### src/rtl/bcd_pkg.sv
// Shared constants and state encoding for the BCD digit-stream to binary converter.
package bcd_pkg;

    localparam logic [3:0] BCD_MAX        = 4'd9;
    localparam int         DEF_MAX_DIGITS = 4;
    localparam int         DEF_BIN_W      = 14;

    typedef enum logic [1:0] {
        ACC,
        DRAIN,
        HOLD
    } state_t;

endpackage

### src/rtl/bcd_mac10.sv
// Combinational multiply-by-ten-and-add: res = acc*10 + d, truncated to W bits.
module bcd_mac10 #(
    parameter int W = 14
) (
    input  logic [W-1:0] acc,
    input  logic [3:0]   d,
    output logic [W-1:0] res
);

    assign res = (acc << 3) + (acc << 1) + W'(d);

endmodule

### src/rtl/bcd_stream_to_bin.sv
// Accumulates a most-significant-first BCD digit stream into a binary value and
// presents one result per frame on a valid/ready output port.
module bcd_stream_to_bin
    import bcd_pkg::*;
#(
    parameter int MAX_DIGITS = DEF_MAX_DIGITS,
    parameter int BIN_W      = DEF_BIN_W
) (
    input  logic             clk,
    input  logic             rst,
    input  logic             in_valid,
    output logic             in_ready,
    input  logic [3:0]       in_digit,
    input  logic             in_last,
    output logic             out_valid,
    input  logic             out_ready,
    output logic [BIN_W-1:0] out_bin,
    output logic [2:0]       out_ndig,
    output logic             out_err
);

    state_t             state_q, state_n;
    logic [BIN_W-1:0]   acc_q, acc_n, mac_res;
    logic [2:0]         cnt_q, cnt_n, cnt_inc;
    logic               err_q, err_n;
    logic [BIN_W-1:0]   bin_q, bin_n;
    logic [2:0]         ndig_q, ndig_n;
    logic               oerr_q, oerr_n;
    logic               bad_digit, xfer;
    logic [3:0]         digit_d;

    assign bad_digit = (in_digit > BCD_MAX);
    assign digit_d   = bad_digit ? 4'd0 : in_digit;
    assign cnt_inc   = cnt_q + 3'd1;
    assign in_ready  = (state_q != HOLD) && !rst;
    assign xfer      = in_valid && in_ready;

    assign out_valid = (state_q == HOLD);
    assign out_bin   = bin_q;
    assign out_ndig  = ndig_q;
    assign out_err   = oerr_q;

    bcd_mac10 #(.W(BIN_W)) u_mac (
        .acc (acc_q),
        .d   (digit_d),
        .res (mac_res)
    );

    // Output registers load only on entry to HOLD, so they stay stable
    // through back-pressure and keep their values after the handshake.
    always_comb begin
        state_n = state_q;
        acc_n   = acc_q;
        cnt_n   = cnt_q;
        err_n   = err_q;
        bin_n   = bin_q;
        ndig_n  = ndig_q;
        oerr_n  = oerr_q;
        case (state_q)
            ACC: begin
                if (xfer) begin
                    acc_n = mac_res;
                    cnt_n = cnt_inc;
                    err_n = err_q | bad_digit;
                    if (in_last) begin
                        state_n = HOLD;
                        bin_n   = mac_res;
                        ndig_n  = cnt_inc;
                        oerr_n  = err_q | bad_digit;
                    end else if (cnt_inc == 3'(MAX_DIGITS)) begin
                        err_n   = 1'b1;
                        state_n = DRAIN;
                    end
                end
            end
            DRAIN: begin
                if (xfer && in_last) begin
                    state_n = HOLD;
                    bin_n   = acc_q;
                    ndig_n  = cnt_q;
                    oerr_n  = err_q;
                end
            end
            HOLD: begin
                if (out_ready) begin
                    state_n = ACC;
                    acc_n   = '0;
                    cnt_n   = '0;
                    err_n   = 1'b0;
                end
            end
            default: state_n = ACC;
        endcase
    end

    always_ff @(posedge clk) begin
        if (rst) begin
            state_q <= ACC;
            acc_q   <= '0;
            cnt_q   <= '0;
            err_q   <= 1'b0;
            bin_q   <= '0;
            ndig_q  <= '0;
            oerr_q  <= 1'b0;
        end else begin
            state_q <= state_n;
            acc_q   <= acc_n;
            cnt_q   <= cnt_n;
            err_q   <= err_n;
            bin_q   <= bin_n;
            ndig_q  <= ndig_n;
            oerr_q  <= oerr_n;
        end
    end

endmodule

### config.mk
export PLATFORM = sky130hd
export DESIGN_NAME = bcd_stream_to_bin
export DESIGN_NICKNAME = d
export VERILOG_FILES = /design/src/rtl/bcd_pkg.sv /design/src/rtl/bcd_mac10.sv /design/src/rtl/bcd_stream_to_bin.sv
export SDC_FILE = /design/constraint.sdc
export NUM_CORES = 1
export LEC_CHECK = 0
export CAP_MARGIN = 10
export CORE_AREA = 2 2 71 73
export DETAILED_ROUTE_END_ITERATION = 10
export DIE_AREA = 0 0 73 75
export MAX_ROUTING_LAYER = met4
export PLACE_DENSITY = 0.82
export SLEW_MARGIN = 20
export SYNTH_ARGS = -nofsm -noshare
export SYNTH_HDL_FRONTEND = slang
export SYNTH_SLANG_ARGS = --single-unit
### constraint.sdc
create_clock -name clk -period 4.5 [get_ports clk]
set_clock_uncertainty 0.2 [all_clocks]
set_input_delay 0.9 -clock clk [delete_from_list [all_inputs] [get_ports clk]]
set_output_delay 0.9 -clock clk [all_outputs]
set_load 0.01 [all_outputs]
Fig. 1: run 1, M1 wires
Bar = 20 um.
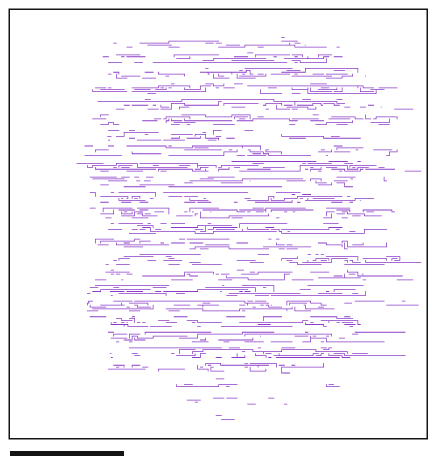
main direction = horizontal
longest straight run = 23.5 um
nets with wire on the layer = 292
share of all routed wire = 44%
routed wire length: 5.294 mm
routed vias: 2,013
GRT met1 Usage: 0.2535

Fig. 2: run 1, M2 wires
Bar = 20 um.
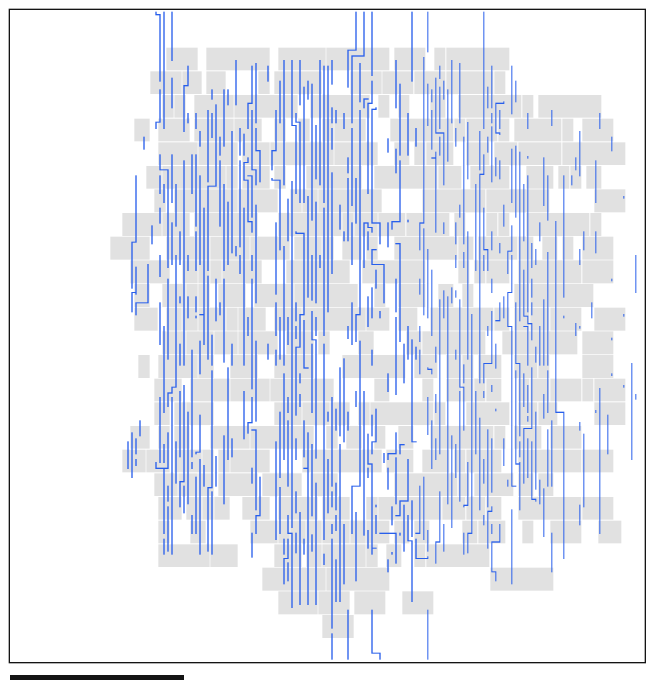
main direction = vertical
nets with wire on the layer = 277
wire length on this layer = 2,640 um
global routing usage on met2: 0.3564

==> flow_results.org, run 1 <==
#+TITLE: Flow metrics

** Outcome
- Result of the run :: finished, final reports clean

** Synth
- Share of the synthesized area in the top cell type :: 0.3312
- Synthesized Nets :: around 300
- By count the netlist is led by 38 x sky130_fd_sc_hd__dfxtp_1, 29 x sky130_fd_sc_hd__nand2_1, 25 x sky130_fd_sc_hd__a21oi_1, 25 x sky130_fd_sc_hd__nor2_1, 24 x sky130_fd_sc_hd__ha_1.
- Most popular library cell in the synthesized design by count :: sky130_fd_sc_hd__dfxtp_1
- Yosys mapped a number of flops with a built-in enable equal to 0.
- Post-synth the commonest register cell is sky130_fd_sc_hd__dfxtp_1.
- Mapped Area :: about 2300 um^2
- For reference, the post-synthesis area per instance comes to 8.835 um^2.
- Largest area contributor in the netlist :: sky130_fd_sc_hd__dfxtp_1
- Post-synthesis cell count :: roughly 260
- Of the synthesized area, sequential elements account for 0.3312.
- Summed standard-cell area reported by yosys :: between 2000 and 2500 um^2
- Counting flops and latches in the post-synthesis netlist gives 38.
- In the Yosys report the total cell count is roughly 260.
- Yosys warns :: 0
- For this run, asynchronously set or reset flops after synthesis account for 0.
- Top cells by area :: sky130_fd_sc_hd__dfxtp_1 33%, sky130_fd_sc_hd__ha_1 13%, sky130_fd_sc_hd__a21oi_1 5.4%
- Synth cell types :: between 50 and 60

** GRT
- The number of antenna violations at the first check in global routing was 0.
- Entering global routing, the biggest net connects 29 pins.
- The global router reports that the layer with the highest usage is met2.
- Overall routing resource usage recorded by global route was 0.2152.
- The number of global-route vias before repair is roughly 1,900.

** Finish
- For the completed layout, the total cell area is recorded as 2694 um^2.
- The layout report lists the combined flip-flop and latch area as around 760 um^2.
- Multi-input combinational area share :: 0.5267
- Share of final-layout standard cells stronger than drive strength 1 :: 0.08333
- Number of sequential cells :: 38
- Most frequent logic cell in the layout :: sky130_fd_sc_hd__dfxtp_1
- Comb area :: ~1400 um^2
- Leaving out the clock tree, the finished layout contains an inverter count of 15.
- Registers represent a cell area share of 0.2824.
- The count of cells in the finished layout, fillers not included, comes to between 300 and 400.
- Combinational Gates :: 197
- Measured on the final layout, buffering overhead outside the clock network stands at 0.1096.
- Synthesis-to-layout area growth :: 17.27%
- After layout, the clock buffer instance count stands at 6.
- Leading cell types in the layout, fill and taps excluded :: 38 x sky130_fd_sc_hd__dfxtp_1, 29 x sky130_fd_sc_hd__nand2_1, 28 x sky130_fd_sc_hd__clkdlybuf4s50_1
- The layout report lists the clock-cell share of area as 0.03530.
- Count of non-CTS buffers in the layout :: 30
- Number of fill cells :: 409
- # nets final :: 322

** Worst setup path
- For reference, the critical path is captured by out_bin[8]$_SDFFE_PP0P_.
- Cell family contributing the most delay on the critical path :: adder cells
- Arrival time reported for the critical path endpoint :: between 3 and 4 ns
- Delay of the slowest cell on the worst path :: about 0.49 ns
- The number of buffers and inverters on the critical path is 2.
- The launch point of the worst register-to-register path is recorded as acc_q[0]$_SDFFE_PP0P_.
- Top fanout value on the critical path :: 3
- Critical path launch point :: in_digit[2]
- The data required time reported for the critical path is roughly 4.5 ns.
- Across all register-to-register paths, the minimum setup slack is around 1.7 ns.
- Number of stages on the worst setup path :: 11
- By startpoint and endpoint, the worst setup path is classified as input pin to flip-flop.
- Worst Setup End Kind :: flip-flop
- For the worst reg-to-reg path, the endpoint reported by OpenROAD is out_bin[8]$_SDFFE_PP0P_.
- Looking at the critical path, the single cell with the biggest stage delay is sky130_fd_sc_hd__fa_1.
- Logic depth along the worst register-to-register path is recorded as 9.
- The signal on the critical path passes through clkdlybuf4s50_1, nor2_1, nand2_1, fa_1, inv_1, fa_1, a21oi_1, o2111ai_1, xor2_1, o221ai_1, a21oi_1.

** Route
- The DRC violation total left in the routed layout is recorded as 0.
- DR WL met2 :: between 2 and 3 mm
- The routed design shows a wire length per standard cell of ~15 um.
- Via count normalized by instance count :: around 5.9
- Total met3 wirelength after detailed routing :: roughly 240 um
- Uppermost routed layer :: met4
- The first TritonRoute pass finished after 4 iterations.
- Post-route antenna net violation count :: 0
- Violation tally from detailed-route iteration zero :: between 150 and 200

** Hold path
- Worst hold stages :: 2
- The type recorded for the worst min-delay path is flip-flop to flip-flop.
- Worst-case hold path end point :: out_bin[4]$_SDFFE_PP0P_
- Hold wc startpoint :: out_bin[4]$_SDFFE_PP0P_

** Placed design
- Port Buf Inserts :: 28
- Once placement finished, the instance area stood at 2596 um^2.
- Post-placement cell count :: 334
- Final GP Congestion :: roughly 0.83
- Detail Placement HPWL :: roughly 3.8 mm
- Before CTS, the worst setup slack after placement is between 0.7 and 0.8 ns.

** Floorplan
- According to the floorplan report, the total die area is 5475 um^2.
- For this floorplan the total number of well-tap instances is 54.
- Pin placement for this block handled 29 I/O pins.
- Height of the die :: between 70 and 80 um
- According to the floorplan log, the row count is 25.
- The horizontal die dimension reported for this design is ~73 um.

** CTS
- TritonCTS clock tree :: yes
- Setup fix buffers added after clock tree synthesis :: 0
- Hold buffers post-CTS :: 0
- Clock insertion delay at the later pin of the skew report :: about 0.3 ns
- Maximum root-to-sink buffer count :: 2
- Root cell of the clock tree :: sky130_fd_sc_hd__clkbuf_8
- The timing report gives the clock slew at the launch and capture registers of the worst setup and hold paths as 0.08 ns.
- After clock tree synthesis, the repair step resized 0 gates.
- Number of H-tree levels :: 2

** Power and ir drop
- Per the power-grid run, VDD falls by no more than between 100 and 150 uV.
- Sw Pwr :: a little over 200 uW
- Of the total power, combinational logic draws 0.166.
- Cell internal power was estimated by the tool at roughly 530 uW.
- Pwr/cell area :: about 270 nW/um^2
- Of the total power, the share spent switching nets is 0.2821.
- Of the total power, the clock network draws 0.342.
- Leakage power of the design :: between 1 and 1.5 nW
- Power comes to 737.0 uW.

** Timing
- Post-route worst hold slack :: 0.2573 ns
- Slew margin rel. :: 0.5152
- For reference, the final report shows the hold violation count at 0.
- Post-layout period usage of the worst path :: 0.7662
- Post-route setup slack :: approximately 1.1 ns
- Post-layout min period :: ~3.4 ns
- Based on the critical path, the design can be clocked at up to about 0.29 GHz.
- Aggregate negative setup slack :: 0 ns
- The final timing report counts setup violations totalling 0.
- Pin slew with the least headroom to its limit :: between 0.7 and 0.8 ns

** Flow run
- Maximum capacitance violations :: 0
- Tally of OpenROAD warnings :: 26
Fig. 3: run 1, the metal 3 layer
Bar = 20 um.
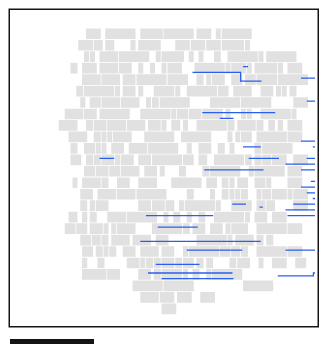
share of all routed wire = 4.6%
main direction = horizontal
longest straight run = 28.3 um
met3 GRT Util: 0.03882

Fig. 4: run 1, placement density heat map
The die is cut into 7 by 8 equal tiles; white is low, dark blue is high, 0 to 100% covered.
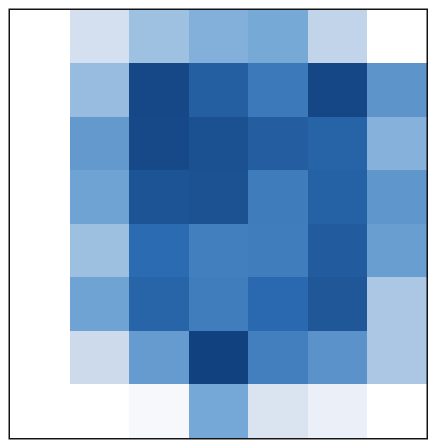
emptiest ninth of the die = lower left
fullest tile = 93%
nearly empty tiles = 20%
tiles over 75% full = 29%
mean over tiles = 48%
area of the core region: 4661 um^2
Initial Utilization: 0.4929
fin util: 0.5780

-- run 1: power groups by stage --
stage	Sequential, mW	Clock [mW]	Combinational, mW
global placement	0.370	0	0.118
detailed placement	0.370	0	0.121
floorplan	0.371	0	0.0779
CTS	0.362	0.251	0.123
global route	0.364	0.265	0.137
finish	0.363	0.252	0.122
-- run 1: cells by family (layout without fill, tap and decap cells) --
family	Yosys count	count (layout)	synth area share
xor gates and xnor gates	13	13	0.04956
DFF	38	38	0.3312
adders and majority gates	26	26	0.1481
and+or+nand+nor	75	75	0.1547
AOI/OAI and AO/OA	83	83	0.2642
buffers and inverters	25	53	0.05228
-- run 1: flip-flops by register name, indices dropped and copies added (netlist names) --
register  cells
out_err       1
out_ndig      3
out_bin      14
err_q         1
acc_q        14
state_q       2
cnt_q         3
Fig. 5: run 1, congestion heat map
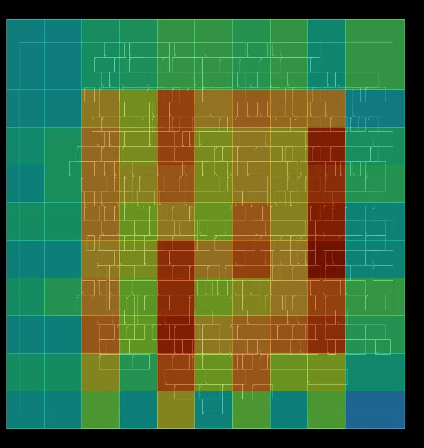

## Run 2: what changed since run 1
- clock period: 4.5 -> 3.6 ns (I/O delays scaled with it)
Fig. 6: run 2, congestion heat map
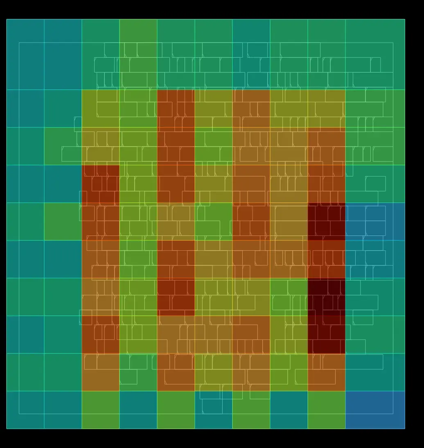
GRT met1 Usage: 0.2688
met3 GRT Util: 0.03614
layer with the highest usage after global routing: met2

Fig. 7: run 2, the metal 3 layer
Bar = 20 um.
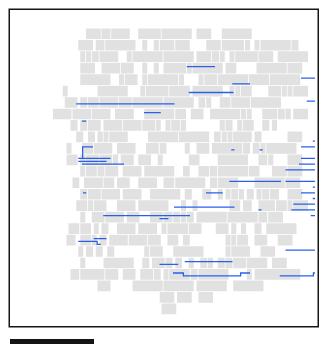
share of all routed wire = 4.4%
nets with wire on the layer = 32
wire length on this layer = 229 um
main direction = horizontal
longest straight run = 23.0 um
routed wire length: 5.250 mm
routed vias: 2,007

==> run 2 against run 1 <==
  * Cell area increased by 1.1%
  * First-iteration DRC count decreased by 21%
  * Combinational power increased by 26%
  * Hold slack improved by 0.0092 ns
  * Global-route usage decreased by 0.31 points
  * Total power increased by 33%
  * Critical endpoint unchanged
==> flow_results.org, run 2 <==
#+TITLE: Flow metrics

** Outcome
- Result of the run :: finished, final reports clean

** Timing
- RSZ-0062 raised after global routing :: no
- Post-route worst hold slack :: 0.2665 ns (+0.009152 ns)
- Number of hold violations in the final report :: 0 (unchanged)
- The total negative slack came to 0 ns (unchanged).
- Timing would allow up to approximately 0.31 GHz.
- Slew margin rel. :: 0.4992 (-0.01601)
- The slew at the pin with the worst max-slew slack is 0.7484 ns (+0.02393 ns).
- Post-layout min period :: 3.232 ns
- Post-layout period usage of the worst path :: 0.8979
- Count of endpoints failing setup in the final report :: 0 (unchanged)

** Power and ir drop
- Combinational fraction of design power :: 0.157 (-0.009)
- The portion of total power attributed to the clock network came to 0.379 (+0.037).
- Total internal power :: 729.8 uW (+38%)
- Pwr/cell area :: 359.3 nW/um^2 (+31%)
- The overall power consumption was 978.6 uW (+33%).
- The power of the sequential group came to 453 uW (+25%).
- Sw Pwr :: 248.8 uW (+20%)
- Ranked by power, first place goes to sequential cells.
- The power dissipated in combinational cells is 154 uW (+26%).
- Share of total power consumed by net switching :: 0.2542 (-0.02788)
- Clk power :: 371 uW (+47%)
- The power report attributes to the sequential group a share of 0.463.
- The worst IR drop on VDD was 233.1 uV (+70%).
- The leakage power is 1.138 nW (+1.8%).

** GRT
- Number of global-route vias before repair :: 1,851 (-0.70%)
- Grt total ovfl :: 0
- Initial antenna violation count :: 0 (unchanged)
- The total routing usage reported by global routing was 0.2121 (-0.003072).
- Global routing usage on met2 :: 0.3363 (-0.02002)
- The largest net degree at the start of global routing came to 28 (-3.4%).

** Synth
- Most frequent cells after synthesis :: 38 x sky130_fd_sc_hd__dfxtp_1, 29 x sky130_fd_sc_hd__nand2_1, 25 x sky130_fd_sc_hd__a21oi_1, 25 x sky130_fd_sc_hd__nor2_1, 24 x sky130_fd_sc_hd__ha_1
- Synth cell types :: 53 (unchanged)
- Top cells by area :: sky130_fd_sc_hd__dfxtp_1 33%, sky130_fd_sc_hd__ha_1 13%, sky130_fd_sc_hd__a21oi_1 5.4%
- Per the synth stats, the flop cell with the highest instance count is sky130_fd_sc_hd__dfxtp_1.
- The sequential share of the synthesized area came to 0.3312 (unchanged).
- The async set or reset register ratio after synthesis was 0 (unchanged).
- Largest area contributor in the netlist :: sky130_fd_sc_hd__dfxtp_1
- Synthesized flop and latch total :: 38 (unchanged)
- The gate count after technology mapping is 260 (unchanged).
- Number of synthesized flops with an enable pin :: 0 (unchanged)
- The post-synthesis area per instance came to 8.835 um^2 (unchanged).
- The most common cell in the synthesized netlist is sky130_fd_sc_hd__dfxtp_1.
- The number of synthesis warnings came to 0 (unchanged).
- The area share of the largest cell type after synthesis is 0.3312 (unchanged).
- The synthesized cell area was 2297 um^2 (unchanged).
- The post-synthesis chip area from yosys came to 2297 um^2 (unchanged).
- The synthesized net count came to 295 (unchanged).

** Hold path
- Hold wc startpoint :: out_bin[5]$_SDFFE_PP0P_
- The cell count of the worst hold path came to 2 (unchanged).
- The min-delay analysis places its worst path in the category flip-flop to flip-flop.
- In the hold report, the worst path ends at out_bin[5]$_SDFFE_PP0P_.

** CTS
- Maximum root-to-sink buffer count :: 2 (unchanged)
- Hold buffers post-CTS :: 0 (unchanged)
- The clock latency of the later-clocked register in the worst-skew pair was 0.29 ns (about the same).
- TritonCTS clock tree :: yes
- Number of H-tree levels :: 2 (unchanged)
- The number of cells upsized or downsized after cts is 0 (unchanged).
- Setup fix buffers added after clock tree synthesis :: 0 (unchanged)
- Root cell of the clock tree :: sky130_fd_sc_hd__clkbuf_8
- The clock-pin slew reported for the worst setup and hold paths after clock tree synthesis is 0.07 ns (about the same).

** Worst setup path
- The highest cell delay on the worst timing path was 0.49 ns (about the same).
- Cell family contributing the most delay on the critical path :: adder cells
- Arrival time reported for the critical path endpoint :: 3.21 ns (-0.27 ns)
- The slowest stage of the critical path belongs to the cell sky130_fd_sc_hd__fa_1.
- Data required time of the critical path :: 3.58 ns (-0.95 ns)
- Flop2flop setup slack :: 0.83 ns (-0.85 ns)
- OpenSTA lists the critical path startpoint as in_digit[2].
- Number of cells on the worst reg-to-reg path :: 9 (unchanged)
- Number of stages on the worst setup path :: 11 (unchanged)
- Traced cell by cell, the critical path runs through clkdlybuf4s50_1, nor2_1, nand2_1, fa_1, inv_1, fa_1, a21oi_1, o2111ai_1, xor2_1, o221ai_1, a21oi_1.
- In this run the critical register-to-register path is captured at out_bin[8]$_SDFFE_PP0P_.
- The largest fanout on the critical path is 3 (unchanged).
- The worst setup path is captured at a flip-flop.
- Timing endpoint of the critical path :: out_bin[8]$_SDFFE_PP0P_
- The combined buffer and inverter count along the critical path was 2 (unchanged).
- Looking at the reg2reg group, the worst path starts from acc_q[0]$_SDFFE_PP0P_.

** Flow run
- Maximum capacitance violations :: 0 (unchanged)
- Tally of OpenROAD warnings :: 26 (unchanged)

** Route
- Routed length per instance :: 15.31 um (-1.1%)
- Uppermost routed layer :: met4
- The via count normalized by instance count came to 5.851 (-0.59%).
- The detailed-router iteration count before antenna repair was 4 (unchanged).
- The remaining routing DRC violations came to 0 (unchanged).
- Violation tally from detailed-route iteration zero :: 142 (-21%)
- The routed length on met3 came to 229 um (-5.0%).
- DR WL met2 :: 2.516 mm (-4.5%)
- Post-route antenna net violation count :: 0 (unchanged)

** Finish
- Per the run report, area growth between synthesis and finish was 18.57%.
- The final instance area is 2724 um^2 (+1.1%).
- The fraction of layout cells with a size suffix above 1 came to 0.08304 (-0.0002884).
- By instance count after routing, the leading logic cell type is sky130_fd_sc_hd__dfxtp_1.
- The count of nets after finishing was 324 (+0.62%).
- Per the cell usage report, the commonest logic cells after layout are 38 x sky130_fd_sc_hd__dfxtp_1, 29 x sky130_fd_sc_hd__nand2_1, 28 x sky130_fd_sc_hd__clkdlybuf4s50_1.

** Placed design
- The sum of net half-perimeters after detailed placement is 3.849 mm (+1.2%).
- Instance area at placement :: 2611 um^2 (+0.58%)
- The global placement routability congestion was 0.7901 (-4.3%).
- Port Buf Inserts :: 28 (unchanged)

** Floorplan
- The I/O pin count came to 29 (unchanged).
- Initial Utilization :: 0.4929 (unchanged)
- The horizontal die dimension came to 73 um (unchanged).
- Area of the die :: 5475 um^2 (unchanged)
- Area of the core region :: 4661 um^2 (unchanged)
- Number of cell rows :: 25 (unchanged)
- The chip height came to 75 um (unchanged).
Fig. 8: run 2, placement density heat map
The die is cut into 7 by 8 equal tiles; white is low, dark blue is high, 0 to 100% covered.
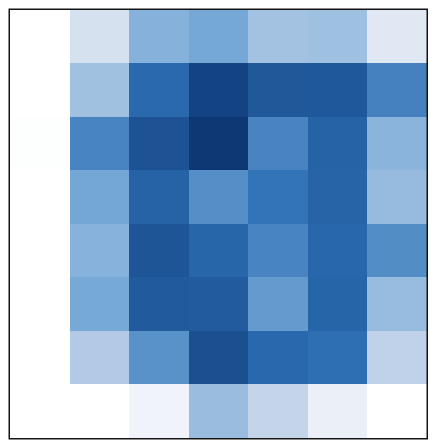
mean over tiles = 49%
fullest tile = 97%
emptiest ninth of the die = lower left
nearly empty tiles = 18%
fin util: 0.5844

-- run 2: kinds of logic after synthesis --
logic type / synth area share
buf+inv: 0.05228
xor+xnor: 0.04956
flops: 0.3312
fa+ha+maj: 0.1481
compound gates: 0.2642
simple gates: 0.1547
-- run 2: layout make-up --
type                            count  area (um^2)
Fill cell                         397         1937
Multi-Input combinational cell    197         1416
Sequential cell                    38        760.7
Timing Repair Buffer               32        310.3
Clock buffer                        6        82.58
Tap cell                           54        67.56
Inverter                           15        56.30
Clock inverter                      1        30.03
-- run 2: through the flow --
step / setup WS (ns) / cells
floorplan: 0.6922 / 260
global placement: 0.1458 / 336
detailed placement: 0.06615 / 336
CTS: 0.3727 / 343
global route: 0.1441 / 343
finish: 0.3676 / 343
Power figures rest on the tool's default switching activity, not on a simulated workload.
